===== config.mk =====
export PLATFORM = sky130hd
export DESIGN_NAME = pixel_readout_capture_flat
export DESIGN_NICKNAME = d
export VERILOG_FILES = /design/src/rtl/camera_pkg.sv /design/src/rtl/pixel_readout_capture_if.sv /design/src/rtl/pixel_frame_buffer.sv /design/src/rtl/pixel_readout_capture.sv /design/src/flat_wrapper.sv
export SDC_FILE = /design/constraint.sdc
export NUM_CORES = 1
export LEC_CHECK = 0
export CORE_MARGIN = 2
export CORE_UTILIZATION = 49
export DETAILED_ROUTE_END_ITERATION = 16
export GPL_ROUTABILITY_DRIVEN = 0
export PLACE_DENSITY_LB_ADDON = 0.1
export SLEW_MARGIN = 30
export SYNTH_ARGS = -nofsm -noshare
export SYNTH_HDL_FRONTEND = slang
export SYNTH_SLANG_ARGS = --single-unit
export TNS_END_PERCENT = 20

===== constraint.sdc =====
create_clock -name Clk -period 2.1 [get_ports Clk]
set_input_delay 0.525 -clock Clk [delete_from_list [all_inputs] [get_ports Clk]]
set_output_delay 0.525 -clock Clk [all_outputs]
set_load 0.02 [all_outputs]

===== src/rtl/camera_pkg.sv =====
// Shared camera-side definitions: readout FSM state encoding, default sample
// width and the active-low NRE encoding used by the exposure-control FSM.
package camera_pkg;

  typedef enum logic [1:0] {
    ST_IDLE    = 2'd0,
    ST_ARMED   = 2'd1,
    ST_CAPTURE = 2'd2,
    ST_STREAM  = 2'd3
  } state_t;

  localparam int DATA_W_DEF = 8;

  // NRE lines are active low: 0 selects the row for readout.
  localparam logic NRE_ACTIVE = 1'b0;
  localparam logic NRE_IDLE   = 1'b1;

  // Column index width, never narrower than one bit.
  function automatic int col_w(input int cols);
    return (cols > 1) ? $clog2(cols) : 1;
  endfunction

endpackage


===== src/rtl/pixel_readout_capture_if.sv =====
// Readout-side and stream-side signals of the pixel capture block.
// slave: the capture block; master: the exposure FSM plus downstream sink.
interface pixel_readout_capture_if import camera_pkg::*; #(
  parameter int COLS   = 2,
  parameter int DATA_W = DATA_W_DEF
) ();

  logic                     Erase;
  logic                     Expose;
  logic                     NRE_1;
  logic                     NRE_2;
  logic                     ADC;
  logic [DATA_W-1:0]        Pix_data;
  logic                     Out_ready;
  logic                     Out_valid;
  logic [DATA_W-1:0]        Out_data;
  logic                     Out_row;
  logic [col_w(COLS)-1:0]   Out_col;
  logic                     Frame_done;
  logic                     Frame_err;
  logic                     Busy;

  modport slave (
    input  Erase, Expose, NRE_1, NRE_2, ADC, Pix_data, Out_ready,
    output Out_valid, Out_data, Out_row, Out_col, Frame_done, Frame_err, Busy
  );

  modport master (
    output Erase, Expose, NRE_1, NRE_2, ADC, Pix_data, Out_ready,
    input  Out_valid, Out_data, Out_row, Out_col, Frame_done, Frame_err, Busy
  );

endinterface


===== src/rtl/pixel_frame_buffer.sv =====
// 2 x COLS register file holding one captured frame: one write port,
// one combinational read port. Contents are not reset.
module pixel_frame_buffer import camera_pkg::*; #(
  parameter int COLS   = 2,
  parameter int DATA_W = DATA_W_DEF
) (
  input  logic                   clk,
  input  logic                   we,
  input  logic                   wr_row,
  input  logic [col_w(COLS)-1:0] wr_col,
  input  logic [DATA_W-1:0]      wr_data,
  input  logic                   rd_row,
  input  logic [col_w(COLS)-1:0] rd_col,
  output logic [DATA_W-1:0]      rd_data
);

  localparam int AW = (2 * COLS > 1) ? $clog2(2 * COLS) : 1;

  logic [DATA_W-1:0] mem [2*COLS];
  logic [AW-1:0]     wr_addr;
  logic [AW-1:0]     rd_addr;

  assign wr_addr = AW'(int'(wr_row) * COLS + int'(wr_col));
  assign rd_addr = AW'(int'(rd_row) * COLS + int'(rd_col));
  assign rd_data = mem[rd_addr];

  // Sample write port.
  always_ff @(posedge clk) begin
    if (we) mem[wr_addr] <= wr_data;
  end

endmodule


===== src/rtl/pixel_readout_capture.sv =====
// Captures one 2-row frame of ADC samples driven by the exposure FSM's
// Erase/Expose/NRE/ADC lines, then streams it out in raster order.
module pixel_readout_capture import camera_pkg::*; #(
  parameter int COLS   = 2,
  parameter int DATA_W = DATA_W_DEF
) (
  input  logic                    Clk,
  input  logic                    Reset,
  pixel_readout_capture_if.slave  bus
);

  localparam int CW    = col_w(COLS);
  localparam int CNT_W = $clog2(COLS + 1);
  localparam int CAP_W = $clog2(2 * COLS + 1);
  localparam logic [CNT_W-1:0] ROW_FULL = CNT_W'(COLS);
  localparam logic [CAP_W-1:0] CAP_LAST = CAP_W'(2 * COLS - 1);
  localparam logic [CW-1:0]    COL_LAST = CW'(COLS - 1);

  state_t            state, state_nxt;
  logic              adc_p1;
  logic              adc_rise;
  logic [CNT_W-1:0]  col1, col2;
  logic [CAP_W-1:0]  cap_cnt;
  logic              row1_sel, row2_sel;
  logic              we;
  logic              wr_row;
  logic [CW-1:0]     wr_col;
  logic              err_set;
  logic              cnt_clear;
  logic              rd_row;
  logic [CW-1:0]     rd_col;
  logic [DATA_W-1:0] rd_data;
  logic              out_last;
  logic              xfer;

  // A sample is taken in the first cycle ADC is seen high.
  assign adc_rise  = bus.ADC & ~adc_p1;
  assign row1_sel  = (bus.NRE_1 == NRE_ACTIVE) && (bus.NRE_2 == NRE_IDLE);
  assign row2_sel  = (bus.NRE_2 == NRE_ACTIVE) && (bus.NRE_1 == NRE_IDLE);
  assign out_last  = bus.Out_row && (bus.Out_col == COL_LAST);
  assign xfer      = bus.Out_valid && bus.Out_ready;
  assign cnt_clear = bus.Erase || (state == ST_IDLE) ||
                     ((state == ST_CAPTURE) && bus.Expose);
  assign bus.Busy  = (state != ST_IDLE);

  pixel_frame_buffer #(.COLS(COLS), .DATA_W(DATA_W)) u_buf (
    .clk     (Clk),
    .we      (we),
    .wr_row  (wr_row),
    .wr_col  (wr_col),
    .wr_data (bus.Pix_data),
    .rd_row  (rd_row),
    .rd_col  (rd_col),
    .rd_data (rd_data)
  );

  // Decide whether the current ADC edge is stored and where; a restart
  // request (Expose) or an abort (Erase) wins over the sample.
  always_comb begin
    we     = 1'b0;
    wr_row = 1'b0;
    wr_col = '0;
    if ((state == ST_CAPTURE) && adc_rise && !bus.Erase && !bus.Expose) begin
      if (row1_sel && (col1 < ROW_FULL)) begin
        we     = 1'b1;
        wr_row = 1'b0;
        wr_col = CW'(col1);
      end else if (row2_sel && (col2 < ROW_FULL)) begin
        we     = 1'b1;
        wr_row = 1'b1;
        wr_col = CW'(col2);
      end
    end
  end

  // Flag ADC edges that arrive where no sample may be taken.
  always_comb begin
    err_set = 1'b0;
    if (!bus.Erase && adc_rise) begin
      case (state)
        ST_ARMED:   err_set = 1'b1;
        ST_CAPTURE: err_set = !bus.Expose && !we;
        ST_STREAM:  err_set = 1'b1;
        default:    err_set = 1'b0;
      endcase
    end
  end

  // Next-state logic; Erase overrides every other event.
  always_comb begin
    state_nxt = state;
    if (bus.Erase) begin
      state_nxt = ST_IDLE;
    end else begin
      case (state)
        ST_IDLE:    if (bus.Expose) state_nxt = ST_ARMED;
        ST_ARMED:   if (!bus.Expose) state_nxt = ST_CAPTURE;
        ST_CAPTURE: begin
          if (bus.Expose)                      state_nxt = ST_ARMED;
          else if (we && (cap_cnt == CAP_LAST)) state_nxt = ST_STREAM;
        end
        ST_STREAM:  if (xfer && out_last) state_nxt = ST_IDLE;
        default:    state_nxt = ST_IDLE;
      endcase
    end
  end

  // State register and ADC edge register.
  always_ff @(posedge Clk) begin
    if (Reset) begin
      state  <= ST_IDLE;
      adc_p1 <= 1'b0;
    end else begin
      state  <= state_nxt;
      adc_p1 <= bus.ADC;
    end
  end

  // Per-row column counters and total capture count.
  always_ff @(posedge Clk) begin
    if (Reset || cnt_clear) begin
      col1    <= '0;
      col2    <= '0;
      cap_cnt <= '0;
    end else if (we) begin
      if (!wr_row) col1 <= col1 + CNT_W'(1);
      else         col2 <= col2 + CNT_W'(1);
      cap_cnt <= cap_cnt + CAP_W'(1);
    end
  end

  // Sticky protocol error, cleared only when a new exposure is armed.
  always_ff @(posedge Clk) begin
    if (Reset)                                              bus.Frame_err <= 1'b0;
    else if ((state == ST_IDLE) && (state_nxt == ST_ARMED)) bus.Frame_err <= 1'b0;
    else if (err_set)                                       bus.Frame_err <= 1'b1;
  end

  // Output stream: rd_row/rd_col point at the next pixel to present; the
  // output registers reload on entry and after every transfer.
  always_ff @(posedge Clk) begin
    if (Reset) begin
      bus.Out_valid  <= 1'b0;
      bus.Out_data   <= '0;
      bus.Out_row    <= 1'b0;
      bus.Out_col    <= '0;
      bus.Frame_done <= 1'b0;
      rd_row         <= 1'b0;
      rd_col         <= '0;
    end else begin
      bus.Frame_done <= 1'b0;
      if (bus.Erase || (state != ST_STREAM)) begin
        bus.Out_valid <= 1'b0;
        rd_row        <= 1'b0;
        rd_col        <= '0;
      end else if (!bus.Out_valid || bus.Out_ready) begin
        if (bus.Out_valid && out_last) begin
          bus.Out_valid  <= 1'b0;
          bus.Frame_done <= 1'b1;
        end else begin
          bus.Out_valid <= 1'b1;
          bus.Out_data  <= rd_data;
          bus.Out_row   <= rd_row;
          bus.Out_col   <= rd_col;
          if (rd_col == COL_LAST) begin
            rd_col <= '0;
            rd_row <= 1'b1;
          end else begin
            rd_col <= rd_col + CW'(1);
          end
        end
      end
    end
  end

endmodule


===== src/flat_wrapper.sv =====
// flat-port wrapper written by rule: the top's interface ports become plain ports
module pixel_readout_capture_flat import camera_pkg::*;
#(
  parameter int COLS   = 2,
  parameter int DATA_W = DATA_W_DEF
)
  (Clk, Reset, bus_Erase, bus_Expose, bus_NRE_1, bus_NRE_2, bus_ADC, bus_Pix_data, bus_Out_ready, bus_Out_valid, bus_Out_data, bus_Out_row, bus_Out_col, bus_Frame_done, bus_Frame_err, bus_Busy);
  pixel_readout_capture_if #(.COLS(COLS), .DATA_W(DATA_W)) bus_i ();
  input  logic Clk;
  input  logic Reset;
  input wire logic [$bits(bus_i.Erase)-1:0] bus_Erase;
  input wire logic [$bits(bus_i.Expose)-1:0] bus_Expose;
  input wire logic [$bits(bus_i.NRE_1)-1:0] bus_NRE_1;
  input wire logic [$bits(bus_i.NRE_2)-1:0] bus_NRE_2;
  input wire logic [$bits(bus_i.ADC)-1:0] bus_ADC;
  input wire logic [$bits(bus_i.Pix_data)-1:0] bus_Pix_data;
  input wire logic [$bits(bus_i.Out_ready)-1:0] bus_Out_ready;
  output wire logic [$bits(bus_i.Out_valid)-1:0] bus_Out_valid;
  output wire logic [$bits(bus_i.Out_data)-1:0] bus_Out_data;
  output wire logic [$bits(bus_i.Out_row)-1:0] bus_Out_row;
  output wire logic [$bits(bus_i.Out_col)-1:0] bus_Out_col;
  output wire logic [$bits(bus_i.Frame_done)-1:0] bus_Frame_done;
  output wire logic [$bits(bus_i.Frame_err)-1:0] bus_Frame_err;
  output wire logic [$bits(bus_i.Busy)-1:0] bus_Busy;
  assign bus_i.Erase = bus_Erase;
  assign bus_i.Expose = bus_Expose;
  assign bus_i.NRE_1 = bus_NRE_1;
  assign bus_i.NRE_2 = bus_NRE_2;
  assign bus_i.ADC = bus_ADC;
  assign bus_i.Pix_data = bus_Pix_data;
  assign bus_i.Out_ready = bus_Out_ready;
  assign bus_Out_valid = bus_i.Out_valid;
  assign bus_Out_data = bus_i.Out_data;
  assign bus_Out_row = bus_i.Out_row;
  assign bus_Out_col = bus_i.Out_col;
  assign bus_Frame_done = bus_i.Frame_done;
  assign bus_Frame_err = bus_i.Frame_err;
  assign bus_Busy = bus_i.Busy;
  pixel_readout_capture #(.COLS(COLS), .DATA_W(DATA_W)) u_core (.Clk(Clk), .Reset(Reset), .bus(bus_i));
endmodule

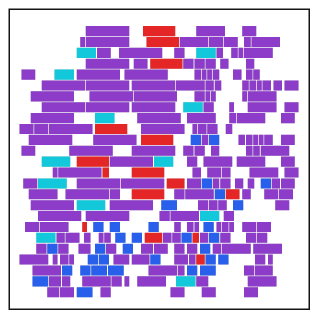
Run 1: sizing map
Drawn at 4 px/um.
legend:
  _3 and _4 cells:
    color: blue
    cells: 32
    share: 13%
    most_used: buf_4
  _0 and _1 cells:
    color: purple
    cells: 195
    share: 77%
    most_used: edfxtp_1
  _2 cells:
    color: red
    cells: 15
    share: 5.9%
    most_used: mux4_2
  _6 and larger:
    color: cyan
    cells: 12
    share: 4.7%
    most_used: clkbuf_8
area grow syn2layout: 30.5%
finished layout cell area: 3190 um^2

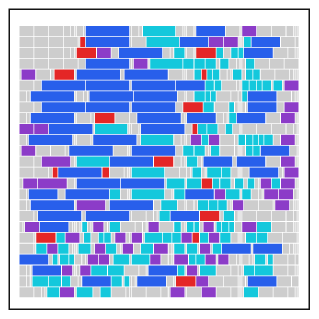
Run 1: placed cells, one color a class
Drawn at 4 px/um. Fill, decap, tap and diode cells in gray.
legend:
  other buffers and delay cells:
    color: purple
    cells: 56
  combinational and other logic:
    color: cyan
    cells: 125
  clock drivers and dummy loads:
    color: red
    cells: 16
  flops:
    color: blue
    cells: 57
Seq/total area: 45.8%
core area: 4750 um^2
Rows: 25

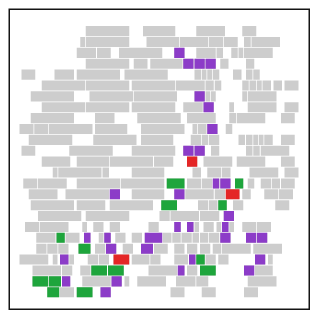
Run 1: logic cells by family
Drawn at 4 px/um.
legend:
  AND and OR gates:
    color: green
    cells: 14
    most_used: or3b_4
  inverting AOI/OAI gates:
    color: purple
    cells: 33
    most_used: o211ai_1
  AND-OR and OR-AND gates:
    color: red
    cells: 3
most frequent logic cell in the layout: edfxtp_1
Comb/total area: 29.3%

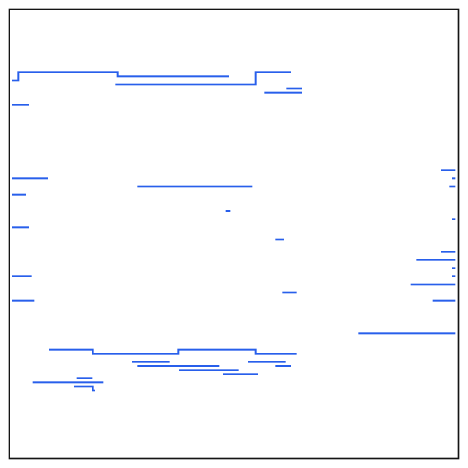
Run 1: signal wires on met3
Drawn at 6 px/um.
main direction: horizontal
share of all routed wire: 4.9%
wire length on this layer: 261 um
nets with wire on the layer: 30
M3 GR Usage: 8.17%
Via Count: 1,779

==> results.json, run 1 <==
{
  "met3_length_um": 260,
  "insertion_delay_ns": 0.34,
  "synth_top_cell_by_area": "edfxtp_1",
  "dr.max_layer_used": "met4",
  "initialDrtViolationCount": 137,
  "cts.reportedPaths.clkPinSlew_ns": 0.06,
  "grt_pass1_wl_um": 8830,
  "htree_levels": 3,
  "grt_max_degree": 15,
  "final_cells": 321,
  "power.density_nw_per_um2": 668,
  "max_freq_mhz": 473,
  "yosys.cell_types.count": 41,
  "timing.rr.end": "u_core.u_buf.mem[0][1]",
  "synth.cell_area_um2": 2440,
  "grt_setup_unrepaired": "yes",
  "required_ns": 2.15,
  "wl_met1_um": 2440,
  "syn_area_per_cell_um2": 12.7,
  "finalHoldViolCount": 0,
  "maxCapViolCount": 0,
  "track_usage_pct": 22.3,
  "dp.final_hpwl_um": 3840,
  "finalWirelength_um": 5310,
  "initial_core_util_pct": 51.4,
  "synth_nets": 210,
  "wl_per_cell_um": 16.5,
  "violations": "negative setup slack",
  "antenna_found_initial": 0,
  "setup_tns_ns": -0.0747,
  "yosys-top-cells-area": "edfxtp_1, dfxtp_1, mux4_2, o211ai_1, nand3_1",
  "post_drt_via_cell_ratio": 5.54,
  "maxSlewHeadroom_pct": 62.9,
  "ant_nets": 0,
  "fin_crit_ns": 2.11,
  "max-clock-path-buffers": 2,
  "regToRegStartpoint": "u_core.state[1]",
  "fin_worst_skew_ns": 0.00882,
  "die_area_um2": 5570,
  "ctsResizeCount": 5,
  "clockRootBuffer": "clkbuf_8",
  "cts_sinks": 57,
  "hp-start": "u_core.cap_cnt[2]",
  "diodes": 0,
  "hold_depth": 2,
  "drc": 0,
  "async_flop_share_pct": 0,
  "outcome": "complete, but fails checks",
  "edf_count": 32,
  "drt_pass1_iterations": 6,
  "min_path_type": "reg2reg",
  "r2r_setup_slack_ns": 0.34,
  "worst_setup_path_end_kind": "flip-flop",
  "power.leakage_nw": 1.09,
  "cts_setup_buffers": 1,
  "worst_slack_ns": -0.0130,
  "fp.dieW_um": 74.6,
  "maxSlewViolCount": 0,
  "peakVddDrop_mv": 0.425,
  "nets": 267,
  "portBuffers": 29,
  "grt.overflow.total": 0,
  "place_ws_ns": -0.498,
  "cts_tree": "done",
  "synth_seq_share_pct": 59.8,
  "setup_viol": 8,
  "fillers": 358,
  "die_h_um": 74.6,
  "min_to": "u_core.cap_cnt[2]",
  "yosys-top-cells-count": "edfxtp_1, dfxtp_1, nand3_1",
  "cts-hold-fix-buffers": 0,
  "ys.flop_type": "edfxtp_1",
  "arrival_ns": 2.16,
  "critPathKind": "in2reg",
  "cp-start-kind": "input pin",
  "yosys-stat-area_um2": 2440,
  "grt_pass1_vias": 1774,
  "post-place-cells": 304,
  "wl_met2_um": 2580,
  "numCtsBuffers": 9,
  "synth_top_area_share_pct": 39.3,
  "fin_crit_sh_pct": 101,
  "tool_warnings": 27,
  "ioPinCount": 30,
  "ys_cells": 192,
  "drive_gt1_share_pct": 23.2,
  "syn_inst": 192,
  "ys_seq_elements": 57,
  "tightest_slew_ns": 0.555,
  "place_area_um2": 3010,
  "yosysWarnings": 0,
  "cp_max_fo": 8,
  "top_cell": "edfxtp_1",
  "ff2ff_path_depth": 3
}
==> run 1: registers in the layout (all words and copies together), names as in the netlist <==
name	flops
u_core.u_buf.mem	32
u_core.col1	2
u_core.bus.Frame_err	1
u_core.bus.Out_valid	1
u_core.bus.Out_col	1
u_core.col2	2
u_core.state	2
u_core.bus.Out_row	1
u_core.bus.Out_data	8
u_core.adc_p1	1
u_core.rd_row	1
u_core.bus.Frame_done	1
u_core.rd_col	1
u_core.cap_cnt	3
==> run 1: power by group <==
part | internal, mW | leakage (nW) | switching, mW
Sequential | 1.18 | 0.489 | 0.00158
Clock | 0.425 | 0.0774 | 0.413
Combinational | 0.0598 | 0.524 | 0.0524
Total | 1.66 | 1.09 | 0.467
==> run 1: routing by layer <==
metal	global-route usage, %	vias up
li1	-	851
met1	28.8	874
met2	35.0	50
met3	8.17	4
met4	7.74	0
met5	0	-
==> run 1: per-stage QoR <==
stage	power [mW]	hold WS [ns]	util [%]
floorplan	1.24	0.438	-
global placement	1.31	0.453	63.3
detailed placement	1.31	0.465	63.3
CTS	2.15	0.477	66.9
global route	2.21	0.545	67.1
finish	2.13	0.477	67.1
==> run 1: critical path: stages <==
cell and delay (ns):
clkdlybuf4s50_1 0.48, or3b_4 0.41, or4_4 0.54, inv_2 0.09, buf_12 0.12
==> run 1: cell usage in the layout, fill, tap and decap left out, types with 2 or more instances in the layout <==
cell / instances
edfxtp_1: 32
clkdlybuf4s50_1: 28
dfxtp_1: 25
buf_4: 24
nand3_1: 16
o211ai_1: 14
nor2b_1: 10
nand2_1: 9
clkbuf_8: 9
mux4_2: 8
a21oi_1: 6
nor3b_1: 5
nand2b_1: 5
nor2_1: 4
mux2i_1: 4
clkbuf_1: 4
inv_1: 3
or3b_4: 3
buf_12: 3
or4_4: 2
clkinvlp_4: 2
o31ai_1: 2
o21ai_0: 2
nand4_1: 2
a21boi_0: 2
nor3_1: 2
a211oi_1: 2
and3b_1: 2
a31oi_1: 2
ha_1: 2
clkinv_2: 2
==> run 1: how the worst max path moves through the flow <==
stage / from / endpoint / slack, ns / cells past startpoint
floorplan: bus_Erase / u_core.u_buf.mem[0][0] / 0.04 / 4
global placement: bus_ADC / u_core.u_buf.mem[0][4] / -0.45 / 4
detailed placement: bus_ADC / u_core.u_buf.mem[0][6] / -0.50 / 4
CTS: bus_ADC / u_core.u_buf.mem[2][7] / 0.005 / 5
global route: bus_ADC / u_core.u_buf.mem[2][3] / -0.004 / 5
finish: bus_ADC / u_core.u_buf.mem[2][7] / -0.01 / 5
==> run 1: cell families after synthesis <==
kind of cell / after synthesis / synth area share (%)
multiplexers: 12 / 9.01
buffers and inverters: 16 / 2.56
AND/OR/NAND/NOR: 69 / 17.0
adder cells (fa/ha/maj): 2 / 1.02
AND-OR/OR-AND: 36 / 10.6
flip-flops: 57 / 59.8
==> run 1: cell type report <==
cell class,count,area (um^2),share of cell area (%)
clock buffers,13,139,4.35
clock inverters,3,17.5,0.549
inverters,6,26.3,0.824
multi-input cells,119,933,29.3
flip-flops and latches,57,1460,45.8
well taps,67,83.8,2.63
repair buffers,56,529,16.6
--- run 2 (diff from run 1) ---
--- a/config.mk
+++ b/config.mk
@@ -6,12 +6,14 @@
 export NUM_CORES = 1
 export LEC_CHECK = 0
 export CORE_MARGIN = 2
-export CORE_UTILIZATION = 49
+export CORE_UTILIZATION = 50
+export CTS_BUF_LIST = sky130_fd_sc_hd__clkbuf_4
 export DETAILED_ROUTE_END_ITERATION = 16
 export GPL_ROUTABILITY_DRIVEN = 0
 export PLACE_DENSITY_LB_ADDON = 0.1
 export SLEW_MARGIN = 30
 export SYNTH_ARGS = -nofsm -noshare
 export SYNTH_HDL_FRONTEND = slang
+export SYNTH_HIERARCHICAL = 1
 export SYNTH_SLANG_ARGS = --single-unit
 export TNS_END_PERCENT = 20
==> run 2 against run 1 <==
The flow now finishes without violations. Highest routed layer unchanged. Largest power group unchanged. Sequential power hardly changed. Critical path depth is 1 higher. Largest cell class unchanged. Synthesized cell count is 7.8% lower. Maximum frequency is 3.1% higher. Final cell count is 8.7% lower. Count of clock-buffer cells in the layout is 3 lower.
==> results.json, run 2 <==
{
  "power_mw": 2.17,
  "min_path_type": "reg2reg",
  "finalWirelength_um": 4590,
  "wl_per_cell_um": 15.7,
  "cts.reportedPaths.clkPinSlew_ns": 0.10,
  "drt_pass1_iterations": 4,
  "maxSlewHeadroom_pct": 57.9,
  "dr.max_layer_used": "met4",
  "cp-start-kind": "input pin",
  "fin_worst_skew_ns": 0.0155,
  "fin_crit_sh_pct": 97.6,
  "peakVddDrop_mv": 0.403,
  "numCtsBuffers": 9,
  "power.leakage_nw": 1.10,
  "ys.flop_type": "edfxtp_1",
  "antenna_found_initial": 0,
  "grt_max_degree": 21,
  "diodes": 0,
  "ys_cells": 177,
  "worst_setup_path_end_kind": "flip-flop",
  "lay_top_count": "edfxtp_1",
  "critPathKind": "in2reg",
  "grt_setup_unrepaired": "no",
  "rows": 25,
  "htree_levels": 3,
  "maxCapViolCount": 0,
  "outcome": "finished, final reports clean",
  "combGateArea_um2": 878,
  "crit_buf_inv": 3,
  "async_flop_share_pct": 0,
  "fp.dieW_um": 72.9,
  "clockRootBuffer": "clkbuf_4",
  "max_flop_register": "u_core/u_buf/mem",
  "ys_seq_elements": 57,
  "syn_area_per_cell_um2": 13.4,
  "place_ws_ns": -0.572,
  "initialDrtViolationCount": 54,
  "hold_depth": 2,
  "max_stage_delay_ns": 0.48,
  "largest_register_ffs": 32,
  "drc": 0,
  "ant_nets": 0,
  "grt.overflow.total": 0,
  "syn_inst": 177,
  "fillers": 351,
  "vias": 1610,
  "yosys-top-cells-count": "edfxtp_1, dfxtp_1, nand2_1",
  "post_drt_via_cell_ratio": 5.49,
  "final_util_pct": 66.8,
  "synth_seq_share_pct": 61.5,
  "cpMaxStageDelayCell": "clkdlybuf4s50_1",
  "grt_pass1_vias": 1557,
  "cp_max_fo": 8,
  "cts_tree": "done",
  "die_h_um": 72.9,
  "r2r_setup_slack_ns": 0.29,
  "synth_top_cell_by_area": "edfxtp_1",
  "die_area_um2": 5320,
  "edf_count": 32,
  "power.density_nw_per_um2": 696,
  "tightest_slew_ns": 0.631,
  "insertion_delay_ns": 0.38,
  "crit_cells": 6,
  "synth_top_area_share_pct": 40.4,
  "top_cell": "edfxtp_1",
  "cp_top_family": "simple AND/OR/NAND/NOR gates",
  "drive_gt1_share_pct": 25.9,
  "core_um2": 4660,
  "synth.cell_area_um2": 2380,
  "yosys.cell_types.count": 42,
  "finalHoldViolCount": 0,
  "wl_met2_um": 2140,
  "portBuffers": 29,
  "dp.final_hpwl_um": 3300,
  "grt_pass1_wl_um": 7600,
  "nets": 252,
  "fin_crit_ns": 2.05
}
run 2: netlist changes by cell type after synthesis, sizes merged, moves of 3 or more:
cell / delta
nand2b: -5
a21oi: -3
clkbuf: -3
mux2i: +9
o211ai: -9
nand3: -15
nor2b: -7
nand2: +12
run 2: layout make-up:
cell class	instances	share of cell area [%]
multi-input combinational	104	28.2
tap	54	2.17
clock inverter	6	2.65
clock buffer	10	2.41
sequential	57	46.9
inverter	7	0.843
timing repair buffer	55	16.8
run 2: final timing paths:
path,startpoint,end
setup reg to reg,u_core/state[0],u_core/u_buf/mem[1][1]
hold reg to reg,u_core/bus.Out_data[3],u_core/bus.Out_data[3]
setup / recovery,bus_ADC,u_core/u_buf/mem[1][1]
hold / removal,u_core/bus.Out_data[3],u_core/bus.Out_data[3]
run 2: metrics by stage:
step / setup TNS [ns] / cell area, um^2
floorplan: 0 / 2380
global placement: -13.30 / 2890
detailed placement: -15.97 / 2890
CTS: 0 / 3090
global route: 0 / 3120
finish: 0 / 3120
run 2: cell families (layout without fill, tap and decap cells):
logic type | Yosys count | after routing | synth area share [%]
fa+ha+maj | 2 | 2 | 1.05
buf+inv | 16 | 78 | 3.32
compound gates | 23 | 23 | 6.90
mux | 21 | 21 | 13.1
flops | 57 | 57 | 61.5
xor+xnor | 1 | 1 | 0.369
simple gates | 57 | 57 | 13.8
run 2: worst reg2reg max path: cells and delay by family (launching register included):
| kind | cells | cell delay, ns |
|---|---|---|
| buf+inv | 2 | 0.30 |
| flops | 1 | 0.40 |
| simple gates | 3 | 0.81 |
run 2: power by group:
| part | internal [mW] | switching, mW |
|---|---|---|
| registers | 1.18 | 0.00298 |
| logic | 0.0551 | 0.0457 |
| clock network | 0.491 | 0.396 |
| total | 1.72 | 0.445 |
run 2: timing repair:
| action | in CTS | in global routing |
|---|---|---|
| buffers inserted | 2 | 0 |
| gates cloned | 0 | 0 |
| gates resized | 4 | 6 |
| setup endpoints to repair | 28 | 32 |
run 2: per-layer routing:
metal  up-vias  track usage (%)
li1        782                -
met1       782             27.8
met2        37             28.7
met3         9             4.14
met4         0             9.88
met5         -                0
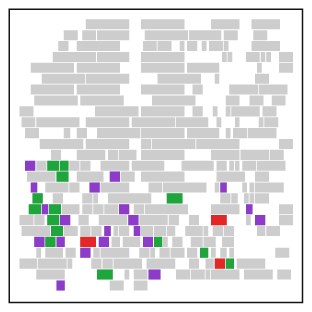
Run 2: logic cells by family
Drawn at 4 px/um.
legend:
  AND and OR gates:
    color: green
    cells: 14
    most_used: and3b_1
  AND-OR and OR-AND gates:
    color: red
    cells: 3
    most_used: o2111a_1
  inverting AOI/OAI gates:
    color: purple
    cells: 20
    most_used: o211ai_1
Comb/total area: 28.2%
fin cells: 293

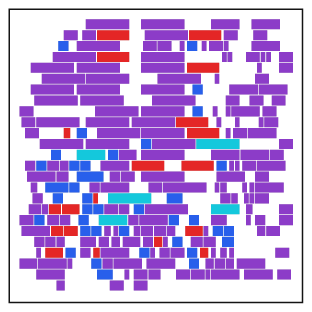
Run 2: sizing map
Drawn at 4 px/um.
legend:
  _6 and larger:
    color: cyan
    cells: 5
    share: 2.1%
    most_used: buf_12
  _0 and _1 cells:
    color: purple
    cells: 177
    share: 74%
    most_used: edfxtp_1
  _2 cells:
    color: red
    cells: 19
    share: 7.9%
    most_used: mux4_2
  _3 and _4 cells:
    color: blue
    cells: 38
    share: 16%
    most_used: buf_4
fin worst setup slack: 0.0498 ns
bufs w/o clock: 55
area grow syn2layout: 31.1%
finished layout cell area: 3120 um^2

Power is estimated from default activity; no workload was simulated.
